===== src/rtl/ctrl_pkg.sv =====
// ctrl_pkg: opcode, state and ALU-op encodings shared by the control FSM and datapath
package ctrl_pkg;
  localparam logic [3:0] OP_NOP  = 4'b0000;
  localparam logic [3:0] OP_ST   = 4'b0011;
  localparam logic [3:0] OP_ADD  = 4'b0100;
  localparam logic [3:0] OP_INC  = 4'b0101;
  localparam logic [3:0] OP_NEG  = 4'b0110;
  localparam logic [3:0] OP_SUB  = 4'b0111;
  localparam logic [3:0] OP_J    = 4'b1000;
  localparam logic [3:0] OP_BRZ  = 4'b1001;
  localparam logic [3:0] OP_BRN  = 4'b1011;
  localparam logic [3:0] OP_LD   = 4'b1110;
  localparam logic [3:0] OP_SVPC = 4'b1111;

  typedef enum logic [2:0] {
    S_FETCH  = 3'd0,
    S_DECODE = 3'd1,
    S_EXEC   = 3'd2,
    S_MEM    = 3'd3,
    S_WB     = 3'd4,
    S_HALT   = 3'd7
  } state_t;

  typedef enum logic [1:0] {
    ALU_ADD = 2'b00,
    ALU_SUB = 2'b01,
    ALU_NEG = 2'b10
  } alu_op_t;

  function automatic logic is_legal(input logic [3:0] op);
    return op inside {OP_NOP, OP_ST, OP_ADD, OP_INC, OP_NEG, OP_SUB,
                      OP_J, OP_BRZ, OP_BRN, OP_LD, OP_SVPC};
  endfunction
endpackage


===== src/rtl/multicycle_ctrl.sv =====
// multicycle_ctrl: fetch/decode/exec/mem/wb sequencer with bounded memory handshakes
module multicycle_ctrl
  import ctrl_pkg::*;
#(
  parameter int MAX_WAIT = 15,
  parameter int WAIT_W   = 4
) (
  input  logic       clk,
  input  logic       rst_n,
  input  logic [3:0] opcode,
  input  logic       flag_z,
  input  logic       flag_n,
  output logic       imem_req,
  input  logic       imem_ack,
  output logic       dmem_req,
  output logic       dmem_we,
  input  logic       dmem_ack,
  output logic       ir_we,
  output logic       pc_we,
  output logic       pc_src,
  output logic       alu_src_imm,
  output logic       alu_src_pc,
  output logic [1:0] alu_op,
  output logic       flag_we,
  output logic       reg_we,
  output logic       wb_sel,
  output logic       halted,
  output logic       bus_err,
  output logic [2:0] state_o
);
  localparam logic [WAIT_W-1:0] LIMIT = WAIT_W'(MAX_WAIT);

  state_t            r_state;
  logic [WAIT_W-1:0] r_cnt;
  logic              r_halted;
  logic              r_bus_err;

  logic w_fetch, w_dec, w_exec, w_mem, w_wb;
  logic w_nop, w_j, w_brz, w_brn, w_add, w_inc, w_neg, w_sub, w_ld, w_st, w_svpc;
  logic w_legal, w_dec_pc, w_ack, w_timeout;
  logic [WAIT_W-1:0] w_cnt_inc;

  // strobes are forced low while reset is held, so state decodes carry rst_n
  assign w_fetch = rst_n && r_state == S_FETCH;
  assign w_dec   = rst_n && r_state == S_DECODE;
  assign w_exec  = rst_n && r_state == S_EXEC;
  assign w_mem   = rst_n && r_state == S_MEM;
  assign w_wb    = rst_n && r_state == S_WB;

  assign w_nop  = opcode == OP_NOP;
  assign w_j    = opcode == OP_J;
  assign w_brz  = opcode == OP_BRZ;
  assign w_brn  = opcode == OP_BRN;
  assign w_add  = opcode == OP_ADD;
  assign w_inc  = opcode == OP_INC;
  assign w_neg  = opcode == OP_NEG;
  assign w_sub  = opcode == OP_SUB;
  assign w_ld   = opcode == OP_LD;
  assign w_st   = opcode == OP_ST;
  assign w_svpc = opcode == OP_SVPC;

  assign w_legal  = is_legal(opcode);
  assign w_dec_pc = w_nop || w_j || w_brz || w_brn;

  // only the ack belonging to the current access is looked at
  assign w_ack     = r_state == S_FETCH ? imem_ack : dmem_ack;
  assign w_cnt_inc = r_cnt + 1'b1;
  assign w_timeout = w_cnt_inc == LIMIT;

  assign imem_req    = w_fetch;
  assign ir_we       = w_fetch && imem_ack;
  assign dmem_req    = w_mem;
  assign dmem_we     = w_mem && w_st;
  assign pc_we       = (w_dec && w_dec_pc) || (w_mem && w_st && dmem_ack) || w_wb;
  assign pc_src      = w_dec && (w_j || (w_brz && flag_z) || (w_brn && flag_n));
  assign alu_src_imm = w_exec && (w_inc || w_ld || w_st || w_svpc);
  assign alu_src_pc  = w_exec && w_svpc;
  assign alu_op      = !w_exec ? ALU_ADD : w_sub ? ALU_SUB : w_neg ? ALU_NEG : ALU_ADD;
  assign flag_we     = w_exec && (w_add || w_sub || w_inc || w_neg);
  assign reg_we      = w_wb;
  assign wb_sel      = w_wb && w_ld;
  assign halted      = r_halted;
  assign bus_err     = r_bus_err;
  assign state_o     = r_state;

  // sequencing, wait counting (cleared on every state change) and sticky halt status
  always_ff @(posedge clk) begin
    if (!rst_n) begin
      r_state   <= S_FETCH;
      r_cnt     <= '0;
      r_halted  <= 1'b0;
      r_bus_err <= 1'b0;
    end else begin
      r_cnt <= '0;
      case (r_state)
        S_FETCH, S_MEM: begin
          r_state   <= w_ack ? (r_state == S_FETCH ? S_DECODE : w_st ? S_FETCH : S_WB)
                             : w_timeout ? S_HALT : r_state;
          r_halted  <= !w_ack && w_timeout;
          r_bus_err <= !w_ack && w_timeout;
          if (!w_ack && !w_timeout) r_cnt <= w_cnt_inc;
        end
        S_DECODE: begin
          r_state  <= !w_legal ? S_HALT : w_dec_pc ? S_FETCH : S_EXEC;
          r_halted <= !w_legal;
        end
        S_EXEC: r_state <= (w_ld || w_st) ? S_MEM : S_WB;
        S_WB:   r_state <= S_FETCH;
        default: begin
          r_state  <= S_HALT;
          r_halted <= 1'b1;
        end
      endcase
    end
  end
endmodule


===== config.mk =====
export PLATFORM = sky130hd
export DESIGN_NAME = multicycle_ctrl
export DESIGN_NICKNAME = d
export VERILOG_FILES = /design/src/rtl/ctrl_pkg.sv /design/src/rtl/multicycle_ctrl.sv
export SDC_FILE = /design/constraint.sdc
export NUM_CORES = 1
export LEC_CHECK = 0
export ABC_AREA = 1
export CAP_MARGIN = 20
export CORE_ASPECT_RATIO = 0.8
export CORE_UTILIZATION = 40
export CTS_BUF_LIST = sky130_fd_sc_hd__clkbuf_8
export CTS_CLUSTER_DIAMETER = 40
export DETAILED_ROUTE_END_ITERATION = 10
export GPL_TIMING_DRIVEN = 1
export HOLD_SLACK_MARGIN = 0.12
export PLACE_DENSITY = 0.79
export SLEW_MARGIN = 10
export SYNTH_ARGS = -nofsm -noshare
export SYNTH_HDL_FRONTEND = slang
export SYNTH_SLANG_ARGS = --single-unit

===== constraint.sdc =====
create_clock -name clk -period 1.5 [get_ports clk]
set_clock_uncertainty 0.1 [all_clocks]
set_input_delay 0.3 -clock clk [delete_from_list [all_inputs] [get_ports clk]]
set_output_delay 0.3 -clock clk [all_outputs]
set_load 0.01 [all_outputs]

==> summary.txt, run 1 <==
yosys + openroad results -> input/output buffers=27, post-synthesis instance total=135, Net Sw Power=900.5 uW, # nets final=215, simple-gate share of the synthesized area=57.71%, Synthesized registers=9, post-synthesis average cell area=6.071 um^2, Switching Share=46.24%, Seq pwr share=20.9%, final hold violations=0, final tally of setup violations=15, cell at the root of the clock tree=clkbuf_8, area fraction in full adders, half adders and majority gates=3.053%, fin cells=226, post-synthesis compound-gate area fraction=6.107%, Finished Cell Area=1568 um^2, required time at the endpoint of the critical path=1.10 ns, setup slack at placement=-0.9321 ns, violations in the final reports=negative setup slack, global placement routability congestion=0.9286, floorplan-stage core utilization=42.92%, highest routed layer=met4, number of cells upsized or downsized after cts=96, worst setup path start=state_o[2], power density over the cells=1242 nW/um^2, antenna violations before repair=0, Worst Path Arrival=1.39 ns, I/O Pins=28, Yosys Instances=135, sum of routed wire length over all layers=3.454 mm, via count of the first global-routing pass=1086, Largest delay share family, worst path=buffers and inverters, post-layout power=1947 uW, clock latency reported for the late side of the worst-skew pair=0.24 ns, hold depth=1, pins over their slew limit=0, reg-to-reg critical path endpoint=state_o[1], internal power=1047 uW, number of maximum-capacitance constraint violations=0, main flop type=dfxtp_1, mapped cell area=819.5 um^2, number of antenna cells inserted=0, largest cells by area after synthesis=dfxtp_1 22%, nand2_1 16%, nor2_1 12%, inv_1 6.4%, nand3_1 6.1%, cell-by-cell trace of the critical path=inv_4 > buf_6 > nand3_4 > inv_4 > nand2_4 > o211ai_1 > buf_2, RSZ-0062 raised after global routing=true, vias after detailed routing=1187, post-route setup TNS=-1.978 ns, buffer levels on the longest clock path=2, # H-tree levels=1, Max-area cell share=21.98%, Clock Power=288 uW, number of synthesis warnings=0, Area after DPL=1350 um^2, critical path peak fanout=4, number of distinct library cell variants in the gate-level netlist after synthesis=24, met3 wirelength from detailed routing=205 um, DP Cell Count=216, clock sink count=9, worst hold slack across all endpoints=0.3854 ns, measured slew at the worst slew-check pin=0.2460 ns, number of buffers inserted during clock tree synthesis=3, # Post-CTS Setup Buffers=4, type of the tightest min-delay check=flop to flop, most frequent cells after synthesis=36 x nand2_1, 26 x nor2_1, 14 x inv_1, 10 x nand3_1, 9 x dfxtp_1, depth of the most critical reg-to-reg path=11, run status=finished, violations left, Sequential Power=407 uW, half-perimeter wire length after detailed placement=2.088 mm, commonest cells after routing, fill and taps aside=32 x nand2_1, 31 x buf_4, 16 x nor2_1, 13 x buf_2, 11 x inv_2, fraction of synthesis flops using an asynchronous set or reset pin=0%, Die Ht=42.49 um, sum of overflow across all layers after global routing=0, CTS clock-pin slew for the worst setup and hold paths=0.05 ns, most area-hungry cell type in the Yosys netlist=dfxtp_1, net count after synthesis=147, cell with the biggest individual delay on the critical path=dfxtp_4, portion of the post-synthesis area used by sequential elements=21.98%, fraction of power consumed by the clock network=14.8%, fraction of layout instances using a drive strength above 1=55.45%, combined buffer and inverter count along the critical path=4, slowest cell delay on critical path=0.37 ns, maximum clock frequency=560.1 MHz, number of synthesized flops with an enable pin=0, critical setup path kind=flop to primary output, core box area=1909 um^2, Detailed Route Iter0 Violations=40, combinational cell power=1250 uW, period utilisation layout=119.0%, M1 WL=1.402 mm, wire length of the first global-routing pass=4.878 mm, most frequently used cell type in the post-synthesis netlist=nand2_1, OpenROAD warnings=29, met2 wirelength from detailed routing=1.799 mm, kind of start point of the critical path=flop, die span in x=52.61 um, FF-to-FF setup slack=-0.02 ns, endpoint with the worst hold slack=r_cnt[0], clock tree from TritonCTS=yes, final design utilization=82.11%, total number of placement rows=14, number of buffers added to fix hold violations after cts=0, element type at the critical path end=primary output, cell repeated most along the worst path=inv_4, Max IR drop VDD=981.7 uV, YS chip area=819.5 um^2, worst reg2reg path startpoint=state_o[1], DRC errors left=0, number of search-and-repair iterations in the first detailed-routing pass=4, leakage power total=0.0008165 uW, hold_sp=r_cnt[0], xor/xnor cell area share of the yosys netlist=0%, maximum number of pins on one net before global-route repair=8, portion of netlist area occupied by mux cells=0%, Fillers=106, post-DR wirelength/cell=15.28 um, chip area=2235 um^2, combinational cell fraction of total power=64.3%, Via density=5.252, fin worst setup slack=-0.2853 ns, most common cell after layout, fill and taps aside=nand2_1, Syn-to-layout area delta=91.30%, Final ANT Viol Nets=0, power group with the highest consumption=combinational logic, min Tclk post-route=1.785 ns, Dominant comb cell=simple AND/OR/NAND/NOR gates, normalized max-slew margin=83.43%
-- run 1: sequential cells by signal (all words and copies together) (netlist names) --
signal and count:
halted 1, state_o 3, bus_err 1, r_cnt 4
-- run 1: area by class of cell --
class | instances | area, um^2 | share of cell area, %
flip-flops and latches | 9 | 191.4 | 12.21
multi-input cells | 102 | 703.2 | 44.85
clock buffers | 3 | 41.29 | 2.634
well taps | 24 | 30.03 | 1.915
clock inverters | 1 | 3.754 | 0.2394
repair buffers | 64 | 506.7 | 32.32
inverters | 23 | 91.34 | 5.826
-- run 1: how the worst max path moves through the flow --
stage | end | slack, ns | cells after the start
floorplan | pc_we | 0.02 | 5
CTS | pc_we | -0.23 | 7
detailed placement | alu_src_imm | -0.93 | 7
global placement | alu_src_imm | -0.85 | 8
global route | pc_we | -0.31 | 7
finish | pc_we | -0.29 | 7
==> run_1/clock_wires.png <==
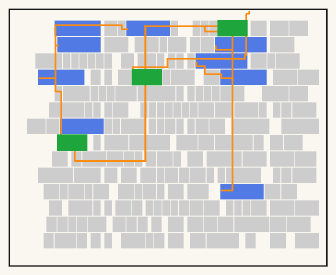
clock wires -> orange  # length 173 um
flip-flops -> blue  # count 9
clock-net drivers -> green  # count 3
routed clock nets = 4

==> run_1/congestion_map.png <==
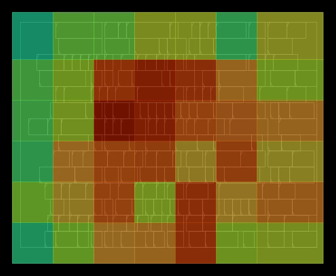
overall fraction of global-route tracks in use: 30.35%
met3 usage in global routing: 8.333%
global route hottest layer: met2
met1 usage: 35.45%
met2 track utilization from global routing: 51.65%

==> run_1/m2.png <==
Scale bar: 20 um.
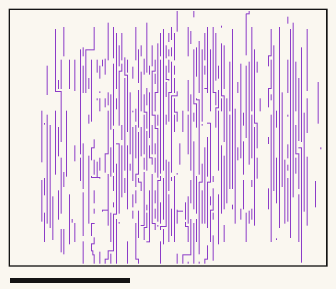
main direction = vertical
share of all routed wire = 52%

==> run 1 -> run 2 <==
Settings changed: ABC_CLOCK_PERIOD_IN_PS from default to 1500, GPL_ROUTABILITY_DRIVEN from default to 1.
==> run_2/m3.png <==
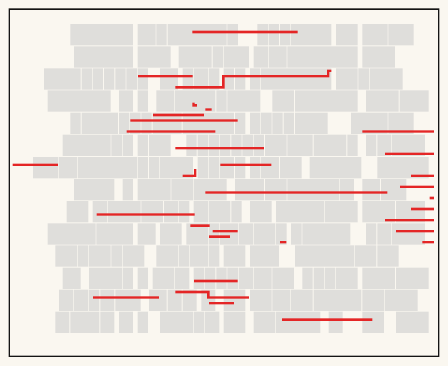
nets with wire on the layer = 26
share of all routed wire = 6.0%
main direction = horizontal
wire length on this layer = 206 um
longest straight run = 22.1 um

==> run_2/m2.png <==
Scale bar: 20 um.
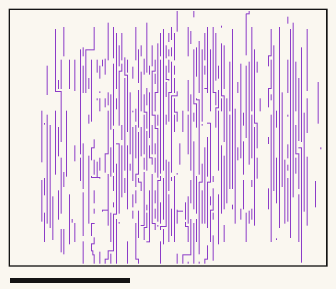
nets with wire on the layer = 193
main direction = vertical
longest straight run = 34.7 um
share of all routed wire = 52%

==> run 2 against run 1 <==
The run still ends with negative setup slack left. Register-to-register slack about the same. Highest routed layer unchanged. Hold slack stayed put. Sequential share of layout area unchanged. Fmax unchanged.
==> summary.txt, run 2 <==
yosys + openroad results -> run status=finished, violations left, violations in the final reports=negative setup slack, met1 usage=35.45%, global route hottest layer=met2, via count of the first global-routing pass=1086, leakage power total=0.0008165 uW, global placement routability congestion=0.9286, number of maximum-capacitance constraint violations=0, maximum clock frequency=560.1 MHz, Fillers=106, post-synthesis instance total=135, Yosys Instances=135, setup slack at placement=-0.9321 ns, pins over their slew limit=0, post-synthesis average cell area=6.071 um^2, Via density=5.252, Max IR drop VDD=981.7 uV, cell at the root of the clock tree=clkbuf_8, met3 usage in global routing=8.333%, signal buffers share of area=32.32%, Final ANT Viol Nets=0, highest routed layer=met4, YS chip area=819.5 um^2, antenna violations before repair=0, cell-by-cell trace of the critical path=inv_4 > buf_6 > nand3_4 > inv_4 > nand2_4 > o211ai_1 > buf_2, # nets final=215, met2 wirelength from detailed routing=1.799 mm, internal power=1047 uW, chip area=2235 um^2, min Tclk post-route=1.785 ns, clock buffer count=3, power density over the cells=1242 nW/um^2, main flop type=dfxtp_1, clock sink count=9, post-DR wirelength/cell=15.28 um, Flop area=191.4 um^2, most frequent cells after synthesis=36 x nand2_1, 26 x nor2_1, 14 x inv_1, 10 x nand3_1, 9 x dfxtp_1, number of tapcells=24, combinational cell fraction of total power=64.3%, Worst Path Arrival=1.39 ns, number of search-and-repair iterations in the first detailed-routing pass=4, buffer levels on the longest clock path=2, mapped cell area=819.5 um^2, Sequential Power=407 uW, sum of overflow across all layers after global routing=0, combinational cell power=1250 uW, slowest cell delay on critical path=0.37 ns, most common cell after layout, fill and taps aside=nand2_1, sum of routed wire length over all layers=3.454 mm, required time at the endpoint of the critical path=1.10 ns, DRC errors left=0, RSZ-0062 raised after global routing=true, cell with the biggest individual delay on the critical path=dfxtp_4, net count after synthesis=147, met3 wirelength from detailed routing=205 um, clock tree from TritonCTS=yes, portion of the post-synthesis area used by sequential elements=21.98%, total number of placement rows=14, fraction of layout instances using a drive strength above 1=55.45%, overall fraction of global-route tracks in use=30.35%, wire length of the first global-routing pass=4.878 mm, Clock Power=288 uW, fraction of power consumed by the clock network=14.8%, Die Ht=42.49 um, area of the multi-input gates=703.2 um^2, critical path peak fanout=4, vias after detailed routing=1187, Largest delay share family, worst path=buffers and inverters, final design utilization=82.11%, power group with the highest consumption=combinational logic, maximum number of pins on one net before global-route repair=8, clock latency reported for the late side of the worst-skew pair=0.24 ns, I/O Pins=28, combined buffer and inverter count along the critical path=4, critical setup path kind=flop to primary output, Seq pwr share=20.9%, floorplan-stage core utilization=42.92%, post-route setup TNS=-1.978 ns, CTS clock-pin slew for the worst setup and hold paths=0.05 ns, measured slew at the worst slew-check pin=0.2460 ns, invs w/o clock=23, number of buffers added to fix hold violations after cts=0, DP Cell Count=216, multi-input combinational area share=44.85%, normalized max-slew margin=83.43%, OpenROAD warnings=29, Max-area cell share=21.98%, number of antenna cells inserted=0, Logic Gate Count=102, Net Sw Power=900.5 uW, flop share of the area=12.21%, Area after DPL=1350 um^2, Syn-to-layout area delta=91.30%, type of the tightest min-delay check=flop to flop, most frequently used cell type in the post-synthesis netlist=nand2_1, flop count=9, Switching Share=46.24%, number of buffers inserted during clock tree synthesis=3, # H-tree levels=1, largest cells by area after synthesis=dfxtp_1 22%, nand2_1 16%, nor2_1 12%, inv_1 6.4%, nand3_1 6.1%, cell repeated most along the worst path=inv_4, number of distinct library cell variants in the gate-level netlist after synthesis=24, Finished Cell Area=1568 um^2, fin worst setup slack=-0.2853 ns, final-layout clock-cell area share=2.873%, Synthesized registers=9, worst hold slack across all endpoints=0.3854 ns, element type at the critical path end=primary output, Top class by area=combinational gates, half-perimeter wire length after detailed placement=2.088 mm, core box area=1909 um^2, input/output buffers=27, Detailed Route Iter0 Violations=40, commonest cells after routing, fill and taps aside=32 x nand2_1, 31 x buf_4, 16 x nor2_1, 13 x buf_2, 11 x inv_2, final tally of setup violations=15, most area-hungry cell type in the Yosys netlist=dfxtp_1, fraction of synthesis flops using an asynchronous set or reset pin=0%, met2 track utilization from global routing=51.65%, Largest register FFs=4, M1 WL=1.402 mm, number of synthesis warnings=0, number of synthesized flops with an enable pin=0, non-clock buffer total of the final layout=64, post-layout power=1947 uW, register bank with the most flops=r_cnt, period utilisation layout=119.0%, final hold violations=0, die span in x=52.61 um
==> run_2/clock_wires.png <==
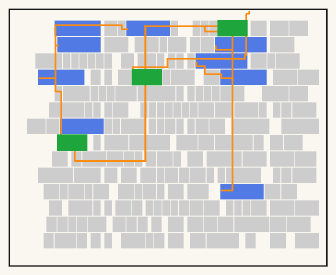
clock wires -> orange  # length 173 um
flip-flops -> blue  # count 9
clock-net drivers -> green  # count 3
routed clock nets = 4

run 2: cell counts after synthesis:
Identical to the previous run, type by type.
run 2: cells by family after synthesis:
logic type	Yosys count	synth area share, %
compound gates	8	6.107
simple gates	92	57.71
flops	9	21.98
fa+ha+maj	2	3.053
buf+inv	24	11.14
run 2: worst paths after layout:
kind	start	to	slack, ns	cells after the start
worst min register to register	r_cnt[0]	r_cnt[0]	0.39	1
worst max register to register	state_o[1]	state_o[1]	-0.02	11
worst max-delay path	state_o[2]	pc_we	-0.29	7
worst min-delay path	r_cnt[0]	r_cnt[0]	0.39	1
run 2: repair_timing:
action / in CTS / in global routing
buffers inserted: 4 / 4
pin swaps: 6 / 10
endpoints found under the setup margin: 22 / 23
gates resized: 96 / 36
cloned: 0 / 0
==> run_2/congestion_map.png <==
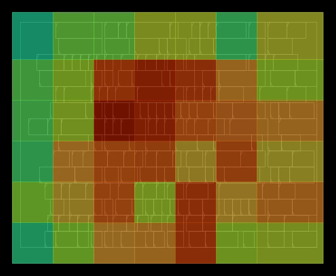

==> run 2 -> run 3 <==
Settings changed: DONT_BUFFER_PORTS from default to 1, PLACE_DENSITY 0.79 to 0.61, RECOVER_POWER from default to 50.
==> run_3/congestion_map.png <==
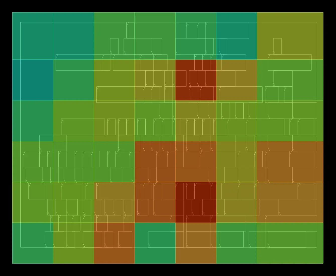
met1 usage: 27.02%
overall fraction of global-route tracks in use: 20.65%

==> run_3/m1.png <==
Scale bar: 20 um. Supply wires on this layer in grey.
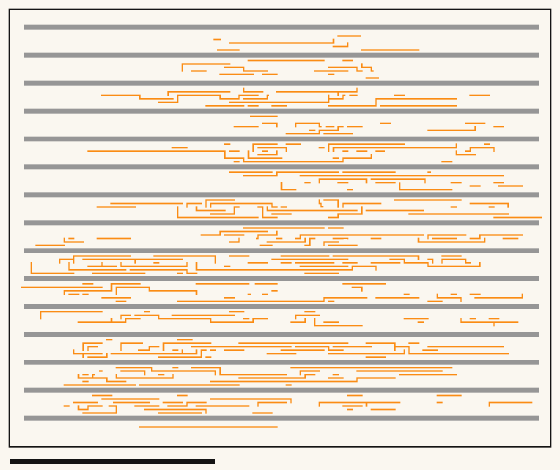
share of all routed wire = 48%
main direction = horizontal
wire length on this layer = 1070 um
longest straight run = 19.8 um

==> run_3/clock_wires.png <==
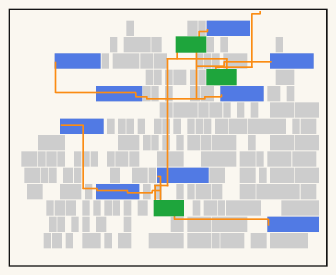
clock wires -> orange  # length 179 um
clock-net drivers -> green  # count 3
flip-flops -> blue  # count 9
routed clock nets = 4

==> run 3 against run 2 <==
The run still ends with negative setup slack left. Critical path depth is 3 lower. Die area stayed put. Largest cell class unchanged. Non-clock buffer count down 46. Highest routed layer unchanged. Synthesized cell count unchanged. Synthesized area unchanged. Final area is 25% lower. Clock power increased by 2%. Clock-buffer cell count is the same. Register-to-register slack better by 0.05 ns.
==> summary.txt, run 3 <==
yosys + openroad results -> met2 wirelength from detailed routing=1.012 mm, global placement routability congestion=0.8338, Via density=5.117, maximum clock frequency=591.7 MHz, OpenROAD warnings=29, crit path to=alu_src_pc, FF-to-FF setup slack=0.03 ns, hold depth=2, worst reg2reg path startpoint=state_o[1], chip area=2235 um^2, Yosys Instances=135, post-DR wirelength/cell=12.49 um, floorplan-stage core utilization=42.92%, number of antenna cells inserted=0, RSZ-0062 raised after global routing=true, number of distinct library cell variants in the gate-level netlist after synthesis=24, total number of placement rows=14, post-synthesis average cell area=6.071 um^2, clock latency reported for the late side of the worst-skew pair=0.24 ns, sum of overflow across all layers after global routing=0, Top class by area=combinational gates, Max IR drop VDD=945.5 uV, Area after DPL=929.6 um^2, cell-by-cell trace of the critical path=nor3_4 > nand2_2 > nor4_2 > buf_4, area of the multi-input gates=656.9 um^2, measured slew at the worst slew-check pin=0.3342 ns, I/O Pins=28, depth of the most critical reg-to-reg path=11, Syn-to-layout area delta=42.75%, final-layout clock-cell area share=3.850%, Final ANT Viol Nets=0, invs w/o clock=23, wire length of the first global-routing pass=3.387 mm, Die Ht=42.49 um, highest routed layer=met4, leakage power total=0.0005361 uW, run status=finished, violations left, clock buffer count=3, combinational cell fraction of total power=61.1%, clock sink count=9, Detailed Route Iter0 Violations=20, vias after detailed routing=921, Logic Gate Count=102, kind of start point of the critical path=flop, DRC errors left=0, fraction of power consumed by the clock network=16.6%, power density over the cells=1512 nW/um^2, slowest cell delay on critical path=0.39 ns, fraction of layout instances using a drive strength above 1=42.31%, number of synthesized flops with an enable pin=0, fin cells=180, flop share of the area=16.26%, Clock Power=294 uW, post-route setup TNS=-1.141 ns, post-synthesis instance total=135, signal buffers share of area=13.37%, mapped cell area=819.5 um^2, met3 usage in global routing=7.609%, number of synthesis warnings=0, cell with the biggest individual delay on the critical path=dfxtp_4, type of the tightest min-delay check=input pin to flop, normalized max-slew margin=77.62%, worst setup path start=state_o[0], endpoint with the worst hold slack=r_cnt[1], setup slack at placement=0.02390 ns, pins over their slew limit=0, buffer levels on the longest clock path=2, period utilisation layout=112.7%, fin worst setup slack=-0.1899 ns, required time at the endpoint of the critical path=1.10 ns, number of buffers inserted during clock tree synthesis=3, commonest cells after routing, fill and taps aside=31 x nand2_1, 18 x nor2_1, 12 x inv_1, 12 x buf_4, 11 x inv_2, via count of the first global-routing pass=768, Sequential Power=395 uW, final hold violations=0, worst hold slack across all endpoints=0.1298 ns, most common cell after layout, fill and taps aside=nand2_1, portion of the post-synthesis area used by sequential elements=21.98%, # nets final=169, power group with the highest consumption=combinational logic, Max-area cell share=21.98%, Worst Path Arrival=1.29 ns, CTS clock-pin slew for the worst setup and hold paths=0.05 ns, YS chip area=819.5 um^2, hold_sp=rst_n, violations in the final reports=negative setup slack, multi-input combinational area share=56.15%, Switching Share=46.88%, die span in x=52.61 um, internal power=939.7 uW, Synthesized registers=9, most area-hungry cell type in the Yosys netlist=dfxtp_1, reg-to-reg critical path endpoint=state_o[2], number of tapcells=24, Finished Cell Area=1170 um^2, # H-tree levels=1, most frequent cells after synthesis=36 x nand2_1, 26 x nor2_1, 14 x inv_1, 10 x nand3_1, 9 x dfxtp_1, main flop type=dfxtp_1, final tally of setup violations=11, global route hottest layer=met2
==> run 3: cell counts after synthesis <==
No cell type changed its count.
==> run 3: worst max-delay path: cells and delay by family (launching register included) <==
kind                   cells  cell delay, ns
AND/OR/NAND/NOR            3            0.50
flip-flops                 1            0.39
buffers and inverters      1            0.16
==> run 3: repair_timing <==
item	4_1_cts	5_1_grt
hold buffers	1	0
setup endpoints to repair	12	21
resized	24	20
hold endpoints to repair	2	0
setup buffers	4	5
pin swaps	4	10
==> run 3: kinds of logic after synthesis <==
| kind of cell | after synthesis | share of synthesized area, % |
|---|---|---|
| AOI/OAI and AO/OA | 8 | 6.107 |
| adders and majority gates | 2 | 3.053 |
| buffers and inverters | 24 | 11.14 |
| DFF | 9 | 21.98 |
| and+or+nand+nor | 92 | 57.71 |
Power figures rest on the tool's default switching activity, not on a simulated workload.
